## src/rtl/matrix_seq_ctrl.sv

```systemverilog
// matrix_seq_ctrl: byte-serial load/run/drain sequencer for the 3x3 matrix multiplier.
// Define MATRIX_SEQ_TIMEOUT_EN to abort a stuck WAIT after TIMEOUT cycles and raise a sticky err.
module matrix_seq_ctrl #(
  parameter int W       = 8,
  parameter int N_IN    = 18,
  parameter int N_OUT   = 9,
  parameter int TIMEOUT = 64
) (
  input  logic           clk,
  input  logic           Reset,
  input  logic           in_valid,
  input  logic [W-1:0]   in_data,
  output logic           in_ready,
  output logic [9*W-1:0] mat_a,
  output logic [9*W-1:0] mat_b,
  output logic           mat_load,
  input  logic           mat_done,
  input  logic [9*W-1:0] mat_out,
  output logic           out_valid,
  output logic [W-1:0]   out_data,
  input  logic           out_ready,
  output logic           busy,
  output logic           err
);
  localparam logic [2:0] IDLE = 3'd0, LOAD = 3'd1, START = 3'd2, WAIT = 3'd3, DRAIN = 3'd4;
  logic [2:0] state;
  logic [4:0] cnt;
  logic [3:0] ocnt;
  logic [N_IN*W-1:0] ops;
  logic [N_OUT*W-1:0] res;
  logic in_fire, out_fire, in_last, out_last, timeout;
  assign in_ready  = state == IDLE || state == LOAD;
  assign mat_load  = state == START;
  assign out_valid = state == DRAIN;
  assign busy      = state != IDLE;
  assign mat_a     = ops[9*W-1:0];
  assign mat_b     = ops[18*W-1:9*W];
  assign out_data  = res[W*ocnt +: W];
  assign in_fire   = in_valid && in_ready;
  assign out_fire  = out_valid && out_ready;
  assign in_last   = cnt == 5'(N_IN - 1);
  assign out_last  = ocnt == 4'(N_OUT - 1);
`ifdef MATRIX_SEQ_TIMEOUT_EN
  localparam int TW = $clog2(TIMEOUT + 1);
  logic [TW-1:0] wcnt;
  assign timeout = state == WAIT && !mat_done && wcnt == TW'(TIMEOUT - 1);
  // wcnt idles at zero outside WAIT, so it is already clear on entry
  always_ff @(posedge clk or negedge Reset)
    if (!Reset) begin
      wcnt <= '0;
      err  <= 1'b0;
    end else begin
      wcnt <= state == WAIT ? wcnt + TW'(1) : '0;
      if (timeout) err <= 1'b1;
    end
`else
  assign timeout = 1'b0;
  assign err     = 1'b0;
`endif
  always_ff @(posedge clk or negedge Reset)
    if (!Reset) begin
      state <= IDLE;
      cnt   <= '0;
      ocnt  <= '0;
      ops   <= '0;
      res   <= '0;
    end else begin
      if (in_fire) begin
        ops[W*cnt +: W] <= in_data;
        cnt   <= in_last ? '0 : cnt + 5'd1;
        state <= in_last ? START : LOAD;
      end
      if (state == START) state <= WAIT;
      if (state == WAIT && mat_done) begin
        res   <= mat_out;
        ocnt  <= '0;
        state <= DRAIN;
      end
      if (timeout) state <= IDLE;
      if (out_fire) begin
        ocnt <= out_last ? '0 : ocnt + 4'd1;
        if (out_last) state <= IDLE;
      end
    end
endmodule

```

## config.mk

```make
export PLATFORM = sky130hd
export DESIGN_NAME = matrix_seq_ctrl
export DESIGN_NICKNAME = d
export VERILOG_FILES = /design/src/rtl/matrix_seq_ctrl.sv
export SDC_FILE = /design/constraint.sdc
export NUM_CORES = 1
export LEC_CHECK = 0
export CAP_MARGIN = 20
export CORE_ASPECT_RATIO = 1.2
export CORE_MARGIN = 2
export CORE_UTILIZATION = 45
export DETAILED_ROUTE_END_ITERATION = 6
export GPL_TIMING_DRIVEN = 0
export PLACE_DENSITY = 0.76
export SYNTH_ARGS = -nofsm -noshare
export SYNTH_HDL_FRONTEND = slang
export SYNTH_SLANG_ARGS = --single-unit
```

## constraint.sdc

```tcl
create_clock -name clk -period 9.3 [get_ports clk]
set_input_delay 1.86 -clock clk [delete_from_list [all_inputs] [get_ports clk]]
set_output_delay 1.86 -clock clk [all_outputs]
set_load 0.01 [all_outputs]
```

run_1/pdn.png
Scale: 2 px per um. Pins as bars on the die edge.
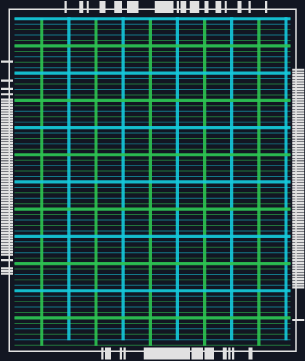
net	color
VSS	green
VDD	cyan
met1 rails	61
rows	60
Die X: 143 um
Peak VDD IR: 0.150 mV
Die Y: 170 um
core area: 22500 sq um

run_1/cell_classes.png
Scale: 1.5 px per um. Fill, decap, tap and diode cells in gray.
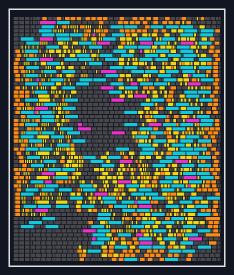
class	color	cells
all other logic	yellow	677
other buffers and delay cells	orange	323
flip-flops	cyan	228
clock drivers and dummy loads	magenta	39
fin area: 14000 sq um
Layout Utilization: 62.0%
row count: 60

run_1/clock_map.png
Scale: 3 px per um.
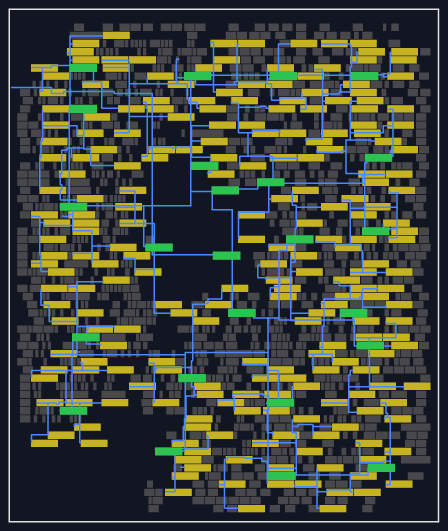
[flip-flops] yellow | count: 228
[clock wires] blue | length: 2780 um
[cells driving clock nets] green | count: 24
flops lie	widely spread

==> qor.csv, run 1 <==
metric,value,unit
status,"finished, final reports clean",
setup_viol,0,
largest_register_ffs,144,
swShare,37.1,%
drive_above_1_share,11.0,%
ys_seq_share,55.0,%
hold_violations,0,
yosysUniqueCellTypes,55,
clk-power,0.951,mW
hold_class,register to register,
log.warning_count,33,
startpoint,ocnt[0],
num_vias,8307,
met3_length,1620,um
hold_path_depth,2,
ant_nets,0,
post-dp-hpwl,21200,um
common_cells,"262 x nand2_1, 228 x dfrtp_1, 116 x nor3_1",
hold_end,res[61],
cts_hold_buffers,0,
dr_wl_met2,14600,um
placed_cell_area,13200,sq um
pwr-share-comb,41.1,%
worstReg2RegEnd,ops[96],
regArea,5710,sq um
place.gp.congestion,0.885,
chipArea,24300,sq um
grt.busiest_layer,met2,
aoi_share,4.22,%
numCtsBuffers,24,
path_cells,"clkbuf_1, clkbuf_1, mux2_2, o22ai_1, o31ai_1, clkdlybuf4s50_1",
route.detailed.drc,0,
netlist_area,10400,sq um
r2r-start,cnt[0],
fin_ws,4.01,ns
worst_path_most_repeated_cell,clkbuf_1,
cts_sinks,228,
grt_pass1_vias,8636,
p_sw,1.52,mW
comb_area,4260,sq um
clock_latency,0.51,ns
finalMaxSlewViolations,0,
cts_tree,built,
overflow,0,
met2_usage,42.3,%
worst_pin_slew,0.971,ns
first_pass_iters,5,
ctsResizeCount,0,
relSlewSlack,34.4,%
ys_sh_mux,16.8,%
p_seq,1.46,mW
combAreaFraction,30.5,%
clk_pin_slew,0.06,ns
synth-main-ff-cell,dfrtp_1,
top_area_share,55.0,%
synthSimpleGateAreaFrac,19.0,%
crit_end,out_data[1],
ys_cells,985,
p_int,2.57,mW
seq_share,40.9,%
yosysWarningCount,0,
async_reset_ff_share,100,%
==> inputs of run 2 (changes only) <==
- PLACE_DENSITY: 0.76 -> 0.79
- clock period: 9.3 -> 4.48 ns (I/O delays scaled with it)
==> run 2 against run 1 <==
Final area decreased by 0.21%; via count increased by 1.4%; die size unchanged; critical path depth unchanged; combinational power increased by 110%; critical endpoint is now out_data[4].
==> qor.csv, run 2 <==
metric,value,unit,change
placed_cell_area,13200,sq um,-0.21%
cts_sinks,228,,unchanged
path_cells,"clkbuf_1, clkbuf_1, mux2_2, o22ai_1, o31ai_1, clkdlybuf4s50_1",,
vdd_drop_max,0.315,mV,+110%
post-dp-hpwl,20800,um,-1.6%
critical_path_class,register to output pin,,
die_w,143,um,unchanged
comb_cells,670,,
ys_sh_mux,16.8,%,unchanged
worstReg2RegEnd,ops[131],,
log.warning_count,33,,unchanged
synthSimpleGateAreaFrac,19.0,%,unchanged
grt_pass1_vias,8651,,+0.17%
hold_violations,0,,unchanged
yosysWarningCount,0,,unchanged
root_buffer,clkbuf_16,,
netlist_area,10400,sq um,unchanged
relSlewSlack,29.7,%,-4.7 points
ys_cells,985,,unchanged
swShare,37.1,%,about the same
seq_share,41.0,%,+0.088 points
met2_usage,42.8,%,+0.50 points
hold_class,input port to async pin,,
post-route-cell-area,13900,sq um,-0.21%
top_area_share,55.0,%,unchanged
worst_path_most_repeated_cell,clkbuf_1,,
cts_tree,built,,
largestPowerGroup,combinational cells,,
ant_nets,0,,unchanged
overflow,0,,unchanged
numCtsBuffers,23,,-4.2%
grt_pass1_wl,46100,um,
chipArea,24300,sq um,unchanged
place.gp.congestion,0.850,,-3.9%
met3_length,1940,um,+20%
cts.path.max_buffers,3,,
largest_register_ffs,144,,unchanged
signal_buffer_area_fraction,20.2,%,
p_seq,3.02,mW,+110%
startpoint,ocnt[0],,
crit_slowest_cell,clkbuf_1,,
drive_above_1_share,11.4,%,+0.32 points
endpoint_kind,output pin,,
power.density,607,nW/um^2,
dr_wl_met2,14700,um,+0.71%
die_h,170,um,unchanged
drt-initial-drc-count,447,,
ys_seq_share,55.0,%,unchanged
ctsResizeCount,0,,unchanged
combAreaFraction,30.6,%,+0.066 points
pwr-share-comb,41.1,%,about the same
fa_ha_area_share,0.724,%,
viasPerCell,5.45,,
status,"finished, final reports clean",,
comb_area,4260,sq um,unchanged
grt_max_degree,117,,
fp_nets,1076,,
cts_hold_buffers,0,,unchanged
most_common_cell,nand2_1,,
async_reset_ff_share,100,%,unchanged
clock_latency,0.50,ns,about the same
worst_pin_slew,1.04,ns,+0.0693 ns
common_cells,"262 x nand2_1, 228 x dfrtp_1, 116 x nor3_1",,
crit_end,out_data[4],,
yosysUniqueCellTypes,55,,unchanged
clk-power,1.96,mW,+110%
clk_pin_slew,0.06,ns,about the same
synth_area_per_cell,10.5,sq um,
period_used_share,94.6,%,
top_area_cell,dfrtp_1,,
p_int,5.31,mW,+110%
r2r-start,cnt[0],,
setup_viol,0,,unchanged
highest_layer,met4,,
core,22500,sq um,unchanged
fin_util,61.9,%,-0.13 points
most-common-layout-cells,"262 x nand2_1, 239 x clkdlybuf4s50_1, 228 x dfrtp_1, 116 x nor3_1, 66 x mux2_1",,
fin_ws,0.240,ns,-3.77 ns
antenna_found_initial,0,,
first_pass_iters,5,,unchanged
row_count,60,,unchanged
p_sw,3.14,mW,+110%
finalMaxSlewViolations,0,,unchanged
regArea,5710,sq um,unchanged
route.detailed.drc,0,,unchanged
grt.busiest_layer,met2,,
aoi_share,4.22,%,unchanged
setup-tns-final,0,ns,
synth-main-ff-cell,dfrtp_1,,
run_2/pdn.png
Scale: 2 px per um. Pins as bars on the die edge.
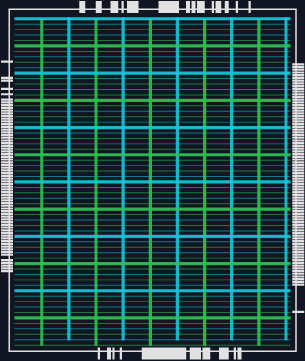
net	color
VSS	green
VDD	cyan
signal pins	242
met5 straps	12
met4 straps	10

run_2/metal_stack.png
Scale: 2 px per um. Only two layers are drawn.
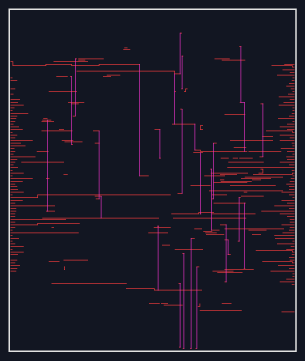
layer	color	wire length
met3	red	1940 um
met4	magenta	808 um
overall routed net length: 28700 um
DR vias: 8425
GRT Util Overall: 23.9%
WL/cell: 18.6 um

Power and IR drop assume default switching activity.
